Run 1, drive-strength map:
(6 px per um)
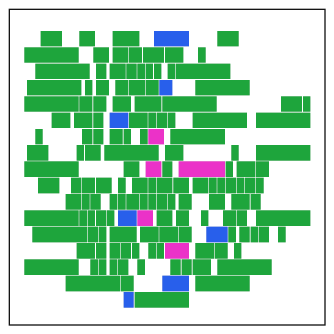
Run 1, sequential cells grouped by signal name:
(8 px per um)
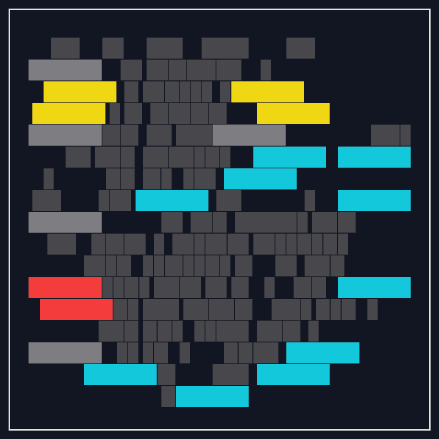
Run 1, floorplan with the power grid:
(10 px per um) Pins as bars on the die edge.
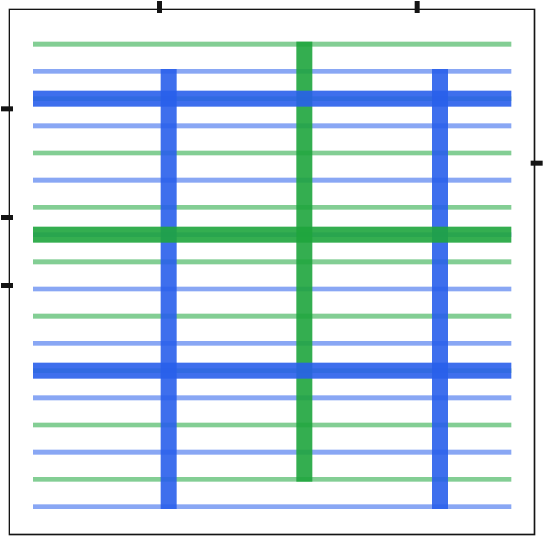
<file path="src/rtl/dout_toggle_pulse_pkg.sv">
// Shared constants and helpers for the toggle-to-pulse output path.
// State encoding is kept as plain 2-bit constants for legacy tool compatibility.
package dout_toggle_pulse_pkg;

  localparam logic [1:0] IDLE  = 2'd0;
  localparam logic [1:0] PULSE = 2'd1;
  localparam logic [1:0] GAP   = 2'd2;

  function automatic int clog2(input int value);
    int r;
    r = 0;
    for (int i = 0; i < 31; i++) begin
      if ((1 << i) < value) begin
        r = i + 1;
      end
    end
    return r;
  endfunction

  function automatic int max2(input int a, input int b);
    return (a > b) ? a : b;
  endfunction

endpackage

</file>
<file path="src/rtl/dout_sync2.sv">
// Two-flop synchronizer for a single-bit level, asynchronous active-high reset.
module dout_sync2 (
  input  logic clk,
  input  logic rst,
  input  logic d,
  output logic q
);

  logic s1_q, s1_d;
  logic s2_q, s2_d;

  always_comb begin
    s1_d = d;
    s2_d = s1_q;
  end

  always_ff @(posedge clk or posedge rst) begin
    if (rst) begin
      s1_q <= 1'b0;
      s2_q <= 1'b0;
    end else begin
      s1_q <= s1_d;
      s2_q <= s2_d;
    end
  end

  assign q = s2_q;

endmodule

</file>
<file path="src/rtl/dout_toggle_pulse.sv">
// Converts each level change of toggle_in into one fixed-width pulse on dout with an enforced gap.
// Define DOUT_TOGGLE_PULSE_SYNC_EN to pass toggle_in through a 2-flop synchronizer first.
module dout_toggle_pulse
  import dout_toggle_pulse_pkg::*;
#(
  parameter int PULSE_LEN = 1000,
  parameter int GAP_LEN   = 1000,
  parameter int PENDING_W = 4
) (
  input  logic clk,
  input  logic rst,
  input  logic toggle_in,
  output logic dout,
  output logic busy,
  output logic overflow
);

  localparam int CNT_W = clog2(max2(PULSE_LEN, GAP_LEN) + 1);
  localparam logic [CNT_W-1:0]     PULSE_LOAD = CNT_W'(PULSE_LEN - 1);
  localparam logic [CNT_W-1:0]     GAP_LOAD   = CNT_W'(GAP_LEN - 1);
  localparam logic [PENDING_W-1:0] PEND_MAX   = '1;

  logic tog_src;

`ifdef DOUT_TOGGLE_PULSE_SYNC_EN
  // Priming waits until the synchronizer holds a real sample of toggle_in.
  localparam int PRIME_STAGES = 3;
  dout_sync2 u_sync (
    .clk (clk),
    .rst (rst),
    .d   (toggle_in),
    .q   (tog_src)
  );
`else
  localparam int PRIME_STAGES = 1;
  assign tog_src = toggle_in;
`endif

  logic                    tog_q, tog_d;
  logic [PRIME_STAGES-1:0] prime_q, prime_d;
  logic [1:0]              state_q, state_d;
  logic [CNT_W-1:0]        cnt_q, cnt_d;
  logic [PENDING_W-1:0]    pend_q, pend_d;
  logic                    dout_q, dout_d;
  logic                    busy_q, busy_d;
  logic                    ovf_q, ovf_d;

  logic primed;
  logic change;
  logic can_start;
  logic start;

  assign primed = prime_q[PRIME_STAGES-1];

  always_comb begin
    tog_d     = tog_src;
    prime_d   = PRIME_STAGES'({prime_q, 1'b1});
    change    = primed & (tog_src ^ tog_q);
    // The last gap cycle can hand straight over to the next pulse, keeping the gap exactly GAP_LEN.
    can_start = (state_q == IDLE) | ((state_q == GAP) & (cnt_q == '0));
    start     = can_start & (change | (pend_q != '0));

    state_d = state_q;
    cnt_d   = cnt_q;
    dout_d  = dout_q;
    pend_d  = pend_q;
    ovf_d   = ovf_q;

    case (state_q)
      IDLE: begin
        if (start) begin
          state_d = PULSE;
          dout_d  = 1'b1;
          cnt_d   = PULSE_LOAD;
        end
      end
      PULSE: begin
        if (cnt_q != '0) begin
          cnt_d = cnt_q - 1'b1;
        end else begin
          state_d = GAP;
          dout_d  = 1'b0;
          cnt_d   = GAP_LOAD;
        end
      end
      GAP: begin
        if (cnt_q != '0) begin
          cnt_d = cnt_q - 1'b1;
        end else if (start) begin
          state_d = PULSE;
          dout_d  = 1'b1;
          cnt_d   = PULSE_LOAD;
        end else begin
          state_d = IDLE;
        end
      end
      default: begin
        state_d = IDLE;
        dout_d  = 1'b0;
        cnt_d   = '0;
      end
    endcase

    if (change & ~start) begin
      if (pend_q == PEND_MAX) begin
        ovf_d = 1'b1;
      end else begin
        pend_d = pend_q + 1'b1;
      end
    end else if (start & ~change) begin
      pend_d = pend_q - 1'b1;
    end

    busy_d = (state_d != IDLE) | (pend_d != '0);
  end

  always_ff @(posedge clk or posedge rst) begin
    if (rst) begin
      tog_q   <= 1'b0;
      prime_q <= '0;
      state_q <= IDLE;
      cnt_q   <= '0;
      pend_q  <= '0;
      dout_q  <= 1'b0;
      busy_q  <= 1'b0;
      ovf_q   <= 1'b0;
    end else begin
      tog_q   <= tog_d;
      prime_q <= prime_d;
      state_q <= state_d;
      cnt_q   <= cnt_d;
      pend_q  <= pend_d;
      dout_q  <= dout_d;
      busy_q  <= busy_d;
      ovf_q   <= ovf_d;
    end
  end

  assign dout     = dout_q;
  assign busy     = busy_q;
  assign overflow = ovf_q;

endmodule

</file>
<file path="config.mk">
export PLATFORM = sky130hd
export DESIGN_NAME = dout_toggle_pulse
export DESIGN_NICKNAME = d
export VERILOG_FILES = /design/src/rtl/dout_toggle_pulse_pkg.sv /design/src/rtl/dout_sync2.sv /design/src/rtl/dout_toggle_pulse.sv
export SDC_FILE = /design/constraint.sdc
export NUM_CORES = 1
export LEC_CHECK = 0
export ABC_CLOCK_PERIOD_IN_PS = 3900
export CORE_MARGIN = 2
export CORE_UTILIZATION = 55
export DETAILED_ROUTE_END_ITERATION = 7
export PLACE_DENSITY = 0.86
export SLEW_MARGIN = 20
export SYNTH_ARGS = -nofsm -noshare
export SYNTH_HDL_FRONTEND = slang
export SYNTH_SLANG_ARGS = --single-unit
</file>
<file path="constraint.sdc">
create_clock -name clk -period 3.9 [get_ports clk]
set_input_delay 0.78 -clock clk [delete_from_list [all_inputs] [get_ports clk]]
set_output_delay 0.78 -clock clk [all_outputs]
set_load 0.02 [all_outputs]
</file>
==> qor.yml, run 1 <==
setup.worst_path.class: "in2reg"
crit_arrival_ns: 2.71
detailed_router_iteration_count_before_antenna_repair: 4
final.setup_skew_ns: 0.008674
power_leader: "registers"
power.combinational.fraction_pct: 30.7
log.warning_count: 27
globalRouteMet2Util_pct: 32.29
cp_data_required_time_ns: 4.07
logic_gate_count: 109
timing.final.crit_share_pct: 64.94
globalRoute.busiestLayer: "met1"
route.detailed.vias_per_inst: 6.050
final_layout_size_suffix_gt1_share_pct: 7.843
min_period_ns: 2.533
share_clk_of_total_power_pct: 18.8
std_cell_rows: 17
dr.max_layer_used: "met4"
comb_cell_power_uw: 168
syn_nets: 153
finish.net_count: 160
antenna_cells: 0
yosys-stat-area_um2: 1287
worst-path-max-fanout: 9
total_power_uw: 546.3
placedCellCount: 177
wl_met3_um: 137
drt_wl_total_um: 2547
layout.cells.most_common_list: "sky130_fd_sc_hd__dfrtp_1 (21), sky130_fd_sc_hd__nor2_1 (17), sky130_fd_sc_hd__inv_1 (14), sky130_fd_sc_hd__nand2_1 (11), sky130_fd_sc_hd__a21oi_1 (8)"
cts_root_buf: "sky130_fd_sc_hd__clkbuf_4"
largest_area_class_layout: "multi-input combinational cells"
yosysCellCount: 147
detailed_place_hpwl_um: 1917
drt-initial-drc-count: 43
die_h_um: 52.38
timing_worst_slew_pin_value_ns: 0.7744
clock_buffers: 3
syn_area_per_cell_um2: 8.758
power.sequential.fraction_pct: 50.5
non_filler_cells_final: 181
detailroute.via_count: 1095
placed_area_um2: 1361
cts_post_setup_buffers_inserted: 0
cts_tree: "yes"
syn_inst: 147
area.share.combinational_pct: 50.27
most_instantiated_logic_cell_after_routing: "sky130_fd_sc_hd__dfrtp_1"
grt_max_degree: 22
endpoint_kind: "register"
worst_slew_margin_rel_pct: 48.32
worst_hold_path_type: "reg2reg"
placement.setup.worst_slack_ns: 1.054
synth_top_flop_cell: "sky130_fd_sc_hd__dfrtp_1"
synth-xor-area-share_pct: 6.706
switching_power_total_uw: 185.7
vdd.ir_drop.worst_uv: 349.4
ctsHoldBuffers: 0
grt_met1_use_pct: 32.48
warnings_synthesis: 0
worst_skew_pair.late_latency_ns: 0.30
simple_gate_share_pct: 23.13
coreArea_um2: 2212
ioPinCount: 6
maxClockFrequency_mhz: 394.8
rsz_0062_raised_after_global_routing: "no"
grt.met3_usage_pct: 2.857
timing.critical_path.from_type: "primary input"
max_ffs_per_register: 10
aggregate_global_routing_overflow: 0
layout.buffer.nonclock.area_share_pct: 3.604
critical_path.top_delay_family: "AND-OR/OR-AND gates"
synth-compound-area-share_pct: 21.19
number_of_cells_upsized_or_downsized_after_cts: 0
grt_pass1_wl_um: 4588
die_x_extent_um: 52.38
fa_ha_area_share_pct: 2.915
first_global_vias: 1036
synth-async-reset-ratio_pct: 100.0
fp_util_pct: 58.20
port_buffers: 5
fp.dieArea_um2: 2744
route.layer.met1.wl_um: 1160
max_cap_viol_count: 0
drv_slew: 0
synth_sequential_area_ratio_pct: 40.82
grt_use_total_pct: 22.53
timing.critical_path.cells: "clkdlybuf4s50_1 > xnor2_1 > o21ai_1 > and3_1 > a221oi_1 > a211oi_1 > o2111ai_1"
dr_wl_met2_um: 1160
yosys-mux-area-fraction_pct: 0
num-nonclk-inverters: 14
share_of_total_power_consumed_by_net_switching_pct: 33.99
tritoncts_num_sinks: 21
crit_path_top_delay_cell: "sky130_fd_sc_hd__clkdlybuf4s50_1"
clock_power_uw: 103
reg_top3: "cnt_q (10), pend_q (4), state_q (2)"
num-fill-cells: 185
status: "finished, final reports clean"
ys.flops: 21
top_logic_kind: "simple AND/OR/NAND/NOR gates"
cts-buffers-inserted: 3
power_report.internal_total_uw: 360.6
netlist_area_um2: 1287
drc: 0
final-clk-cell-share_pct: 1.982
critical_path.max_stage_delay_ns: 0.46
antenna_nets_post_route: 0
cts-root-to-sink-buffers: 2
antenna_found_initial: 0
tap-cell-count: 28
synth.lib_cells_used.distinct: 43
ctsHtreeMaxLevel: 1
p_leak_uw: 0.0006169
Back to the opening pictures, 'drive-strength map':
- x2: blue (cells 7; share 4.6%; most used a31o_2)
- x1 and smaller: green (cells 141; share 92%; most used dfrtp_1)
- x3 and x4: magenta (cells 5; share 3.3%; most used clkbuf_4)
non-clock buffer total of the final layout: 5
final setup margin: 1.367 ns
Final Cell Area: 1389 um2
synthesis-to-finish area growth: 7.872%

Back to the opening pictures, 'sequential cells grouped by signal name':
- pend_q: yellow (flops 4)
- state_q: red (flops 2)
- cnt_q: cyan (flops 10)
power in sequential cells: 276 uW
share of cell area taken by flip-flops and latches: 37.84%
fin util: 62.78%
area of all sequential standard cells: 525.5 um2

Back to the opening pictures, 'floorplan with the power grid':
- VSS: blue
- VDD: green
- rows: 17
- met5 straps: 3

## run 1: worst paths after layout
check / startpoint / endpoint / slack, ns / cells after the start
max in group asynchronous: rst / cnt_q[5]$_DFF_PP0_ / 2.51 / 2
worst max register to register: pend_q[0]$_DFF_PP0_ / busy$_DFF_PP0_ / 1.58 / 8
min in group asynchronous: rst / cnt_q[7]$_DFF_PP0_ / 0.90 / 2
worst min-delay path: overflow$_DFFE_PP0P_ / overflow$_DFFE_PP0P_ / 0.50 / 1
worst min register to register: overflow$_DFFE_PP0P_ / overflow$_DFFE_PP0P_ / 0.50 / 1
worst max-delay path: toggle_in / busy$_DFF_PP0_ / 1.37 / 7
## run 1: synth_stat cells (3+ instances only)
| cell | count | share of area [%] |
|---|---|---|
| sky130_fd_sc_hd__nor2_1 | 17 | 5.0 |
| sky130_fd_sc_hd__inv_1 | 14 | 4.1 |
| sky130_fd_sc_hd__a21oi_1 | 8 | 3.1 |
| sky130_fd_sc_hd__xnor2_1 | 3 | 2.0 |
| sky130_fd_sc_hd__dfrtp_1 | 21 | 41 |
| sky130_fd_sc_hd__and3_1 | 4 | 1.9 |
| sky130_fd_sc_hd__o22ai_1 | 5 | 2.4 |
| sky130_fd_sc_hd__ha_1 | 3 | 2.9 |
| sky130_fd_sc_hd__o21ai_0 | 3 | 1.2 |
| sky130_fd_sc_hd__clkbuf_1 | 3 | 0.87 |
| sky130_fd_sc_hd__nor3_1 | 7 | 2.7 |
| sky130_fd_sc_hd__xor2_1 | 5 | 3.4 |
| sky130_fd_sc_hd__nand2_1 | 11 | 3.2 |
| sky130_fd_sc_hd__nand3_1 | 5 | 1.9 |
Run 1, placement view:
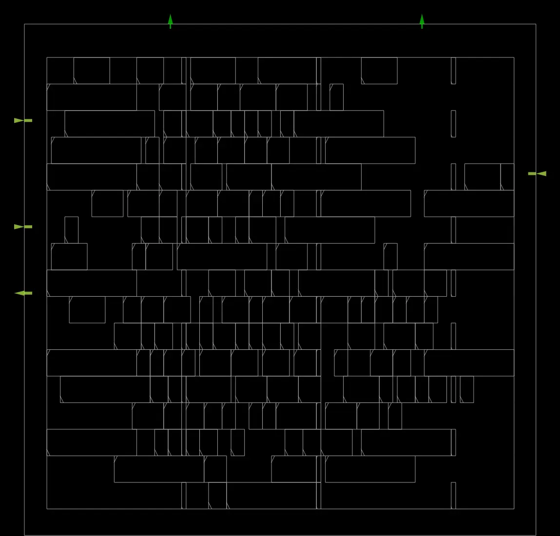

==> run 1 -> run 2 <==
--- a/config.mk
+++ b/config.mk
@@ -5,9 +5,9 @@
 export SDC_FILE = /design/constraint.sdc
 export NUM_CORES = 1
 export LEC_CHECK = 0
-export ABC_CLOCK_PERIOD_IN_PS = 3900
+export ABC_CLOCK_PERIOD_IN_PS = 2000
 export CORE_MARGIN = 2
-export CORE_UTILIZATION = 55
+export CORE_UTILIZATION = 53
 export DETAILED_ROUTE_END_ITERATION = 7
 export PLACE_DENSITY = 0.86
 export SLEW_MARGIN = 20
==> constraint.sdc (replaced) <==
create_clock -name clk -period 2 [get_ports clk]
set_input_delay 0.4 -clock clk [delete_from_list [all_inputs] [get_ports clk]]
set_output_delay 0.4 -clock clk [all_outputs]
set_load 0.02 [all_outputs]
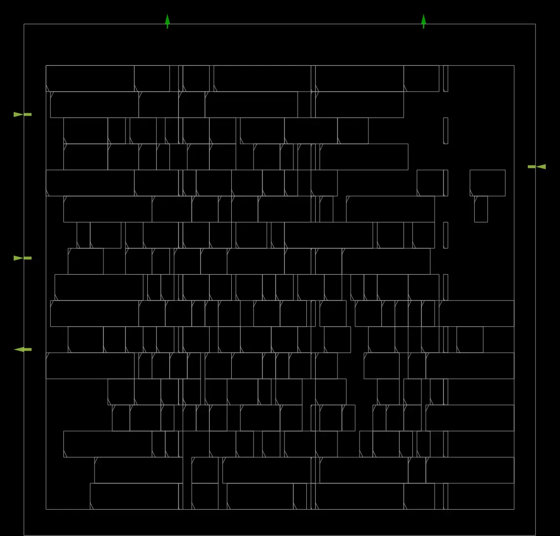
Run 2: placement view
non-filler cells, final: 205
number of sequential cells in the layout: 21

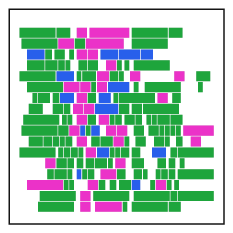
Run 2: drive-strength map
(4 px per um)
- x2: blue (cells 15; share 8.5%)
- x1 and smaller: green (cells 126; share 71%; most used dfrtp_1)
- x3 and x4: magenta (cells 36; share 20%; most used buf_4)
synthesis-to-finish area growth: 30.03%
Final Cell Area: 1674 um2
non-clock buffer total of the final layout: 29
final setup margin: -0.06644 ns

==> run 2 against run 1 <==
The flow now finishes with violations (setup timing). Clock skew is essentially flat. Power is 130% higher. Die area grew 3.5%. Global-route usage rose by 1.8 points. Critical path type is now reg2reg. Largest power group is now combinational logic. Highest routed layer unchanged.
==> qor.yml, run 2 <==
status: "finished, violations left"
violations: "setup timing"
most_instantiated_logic_cell_after_routing: "sky130_fd_sc_hd__buf_4"
warnings_synthesis: 0
yosys-mux-area-fraction_pct: 0
cts_root_buf: "sky130_fd_sc_hd__clkbuf_4"
rsz_0062_raised_after_global_routing: "yes"
cts-buffers-inserted: 3
antenna_cells: 0
postLayoutSetupSlackWorst_ns: -0.06644
power_leader: "combinational logic"
synth.lib_cells_used.distinct: 43
number_of_cells_upsized_or_downsized_after_cts: 6
drt-initial-drc-count: 52
route.detailed.vias_per_inst: 5.941
netlist_area_um2: 1287
critical_path.reg2reg.startpoint: "cnt_q[0]$_DFF_PP0_"
switching_power_total_uw: 446.1
grt.met3_usage_pct: 3.955
grt_met1_use_pct: 33.10
seq_power_uw: 522
yosysCellCount: 147
ctsHtreeMaxLevel: 1
vdd.ir_drop.worst_uv: 861.7
fa_ha_area_share_pct: 2.915
endpoint_kind: "register"
synth-async-reset-ratio_pct: 100.0
route.layer.met1.wl_um: 1436
antenna_nets_post_route: 0
globalRoute.busiestLayer: "met2"
syn_nets: 153
syn_area_per_cell_um2: 8.758
share_clk_of_total_power_pct: 16.2
final_layout_size_suffix_gt1_share_pct: 28.81
ys.flops: 21
clock_power_uw: 206
dr.max_layer_used: "met4"
finish.utilization_pct: 74.25
timing.critical_path.from: "cnt_q[0]$_DFF_PP0_"
synth-xor-area-share_pct: 6.706
globalRouteMet2Util_pct: 39.09
coreArea_um2: 2255
cp_data_required_time_ns: 2.17
dr_wl_met2_um: 1483
fp.dieArea_um2: 2839
drv_slew: 0
share_of_total_power_consumed_by_net_switching_pct: 35.22
placedCellCount: 198
worst_skew_pair.late_latency_ns: 0.31
die_h_um: 53.29
timing.critical_path.from_type: "register"
synth-compound-area-share_pct: 21.19
power.sequential.fraction_pct: 41.2
max_cap_viol_count: 0
synth_top_flop_cell: "sky130_fd_sc_hd__dfrtp_1"
setup_violations: 1
worst-path-max-fanout: 3
reg_top3: "cnt_q (10), pend_q (4), state_q (2)"
antenna_found_initial: 0
first_global_vias: 1141
final.setup_skew_ns: 0.009128
grt_max_degree: 12
drc: 0
placed_area_um2: 1519
maxClockFrequency_mhz: 483.9
min_period_ns: 2.066
comb_cell_power_uw: 539
die_x_extent_um: 53.29
grt_use_total_pct: 24.37
cts_tree: "yes"
ctsHoldBuffers: 0
cts-root-to-sink-buffers: 2
simple_gate_share_pct: 23.13
post-synth-top-count-cell: "sky130_fd_sc_hd__dfrtp_1"
tritoncts_num_sinks: 21
finish.net_count: 184
drt_wl_total_um: 3071
aggregate_global_routing_overflow: 0
fp_util_pct: 57.10
power.combinational.fraction_pct: 42.5
crit_arrival_ns: 2.24
syn_inst: 147
yosys.area.top_type: "sky130_fd_sc_hd__dfrtp_1"
detailed_router_iteration_count_before_antenna_repair: 4
log.warning_count: 28
grt_pass1_wl_um: 4981
p_leak_uw: 0.0007310
layout.cells.most_common_list: "sky130_fd_sc_hd__buf_4 (24), sky130_fd_sc_hd__dfrtp_1 (21), sky130_fd_sc_hd__nor2_1 (17), sky130_fd_sc_hd__inv_1 (12), sky130_fd_sc_hd__nand2_1 (9)"
timing.final.crit_share_pct: 103.3
yosys-stat-area_um2: 1287
detailroute.via_count: 1218
power_report.internal_total_uw: 820.4
detailed_place_hpwl_um: 2180
std_cell_rows: 17
worst_hold_path_type: "in2async"
cts_post_setup_buffers_inserted: 2
synth_sequential_area_ratio_pct: 40.82
largest_register: "cnt_q"
setup.worst_path.class: "reg2reg"
port_buffers: 5
max_ffs_per_register: 10
ys_top_cells_by_area: "sky130_fd_sc_hd__dfrtp_1 (41%), sky130_fd_sc_hd__nor2_1 (5.0%), sky130_fd_sc_hd__inv_1 (4.1%), sky130_fd_sc_hd__xor2_1 (3.4%), sky130_fd_sc_hd__nand2_1 (3.2%)"
ioPinCount: 6
top_logic_kind: "simple AND/OR/NAND/NOR gates"
## run 2: cell counts after synthesis
No cell type changed its count.
## run 2: worst paths after layout
| kind | to | slack, ns | depth (start not counted) |
|---|---|---|---|
| max in group asynchronous | busy$_DFF_PP0_ | 1.11 | 3 |
| min in group clk | overflow$_DFFE_PP0P_ | 0.49 | 1 |
| worst min register to register | overflow$_DFFE_PP0P_ | 0.49 | 1 |
| worst min-delay path | cnt_q[7]$_DFF_PP0_ | 0.37 | 2 |
| worst max-delay path | busy$_DFF_PP0_ | -0.07 | 9 |
| worst max register to register | busy$_DFF_PP0_ | -0.07 | 9 |
## run 2: critical path, stage by stage (launching register included)
cell	delay [ns]
sky130_fd_sc_hd__dfrtp_1	0.42
sky130_fd_sc_hd__inv_2	0.09
sky130_fd_sc_hd__ha_4	0.14
sky130_fd_sc_hd__nor3b_4	0.22
sky130_fd_sc_hd__nand4_1	0.17
sky130_fd_sc_hd__buf_4	0.18
sky130_fd_sc_hd__and3_4	0.18
sky130_fd_sc_hd__or2_4	0.27
sky130_fd_sc_hd__xnor2_4	0.14
sky130_fd_sc_hd__o2111ai_2	0.12
## run 2: layout make-up
cell class,instances,area (um2)
inverters,14,52.55
fillers,165,580.6
repair buffers,29,230.2
multi-input cells,109,804.5
well taps,28,35.03
clock buffers,4,26.28
flip-flops and latches,21,525.5
## run 2: per-stage QoR
step	hold WS [ns]	power [uW]	worst slack (ns)
2_1_floorplan	0.3765	779.5	0.03179
3_3_place_gp	0.4599	923.5	-0.2085
3_5_place_dp	0.4741	928.0	-0.2644
4_1_cts	0.3910	1138	0.04118
5_1_grt	0.4311	1336	-0.1412
6_report	0.3745	1266	-0.06644
Power is estimated from default activity; no workload was simulated.
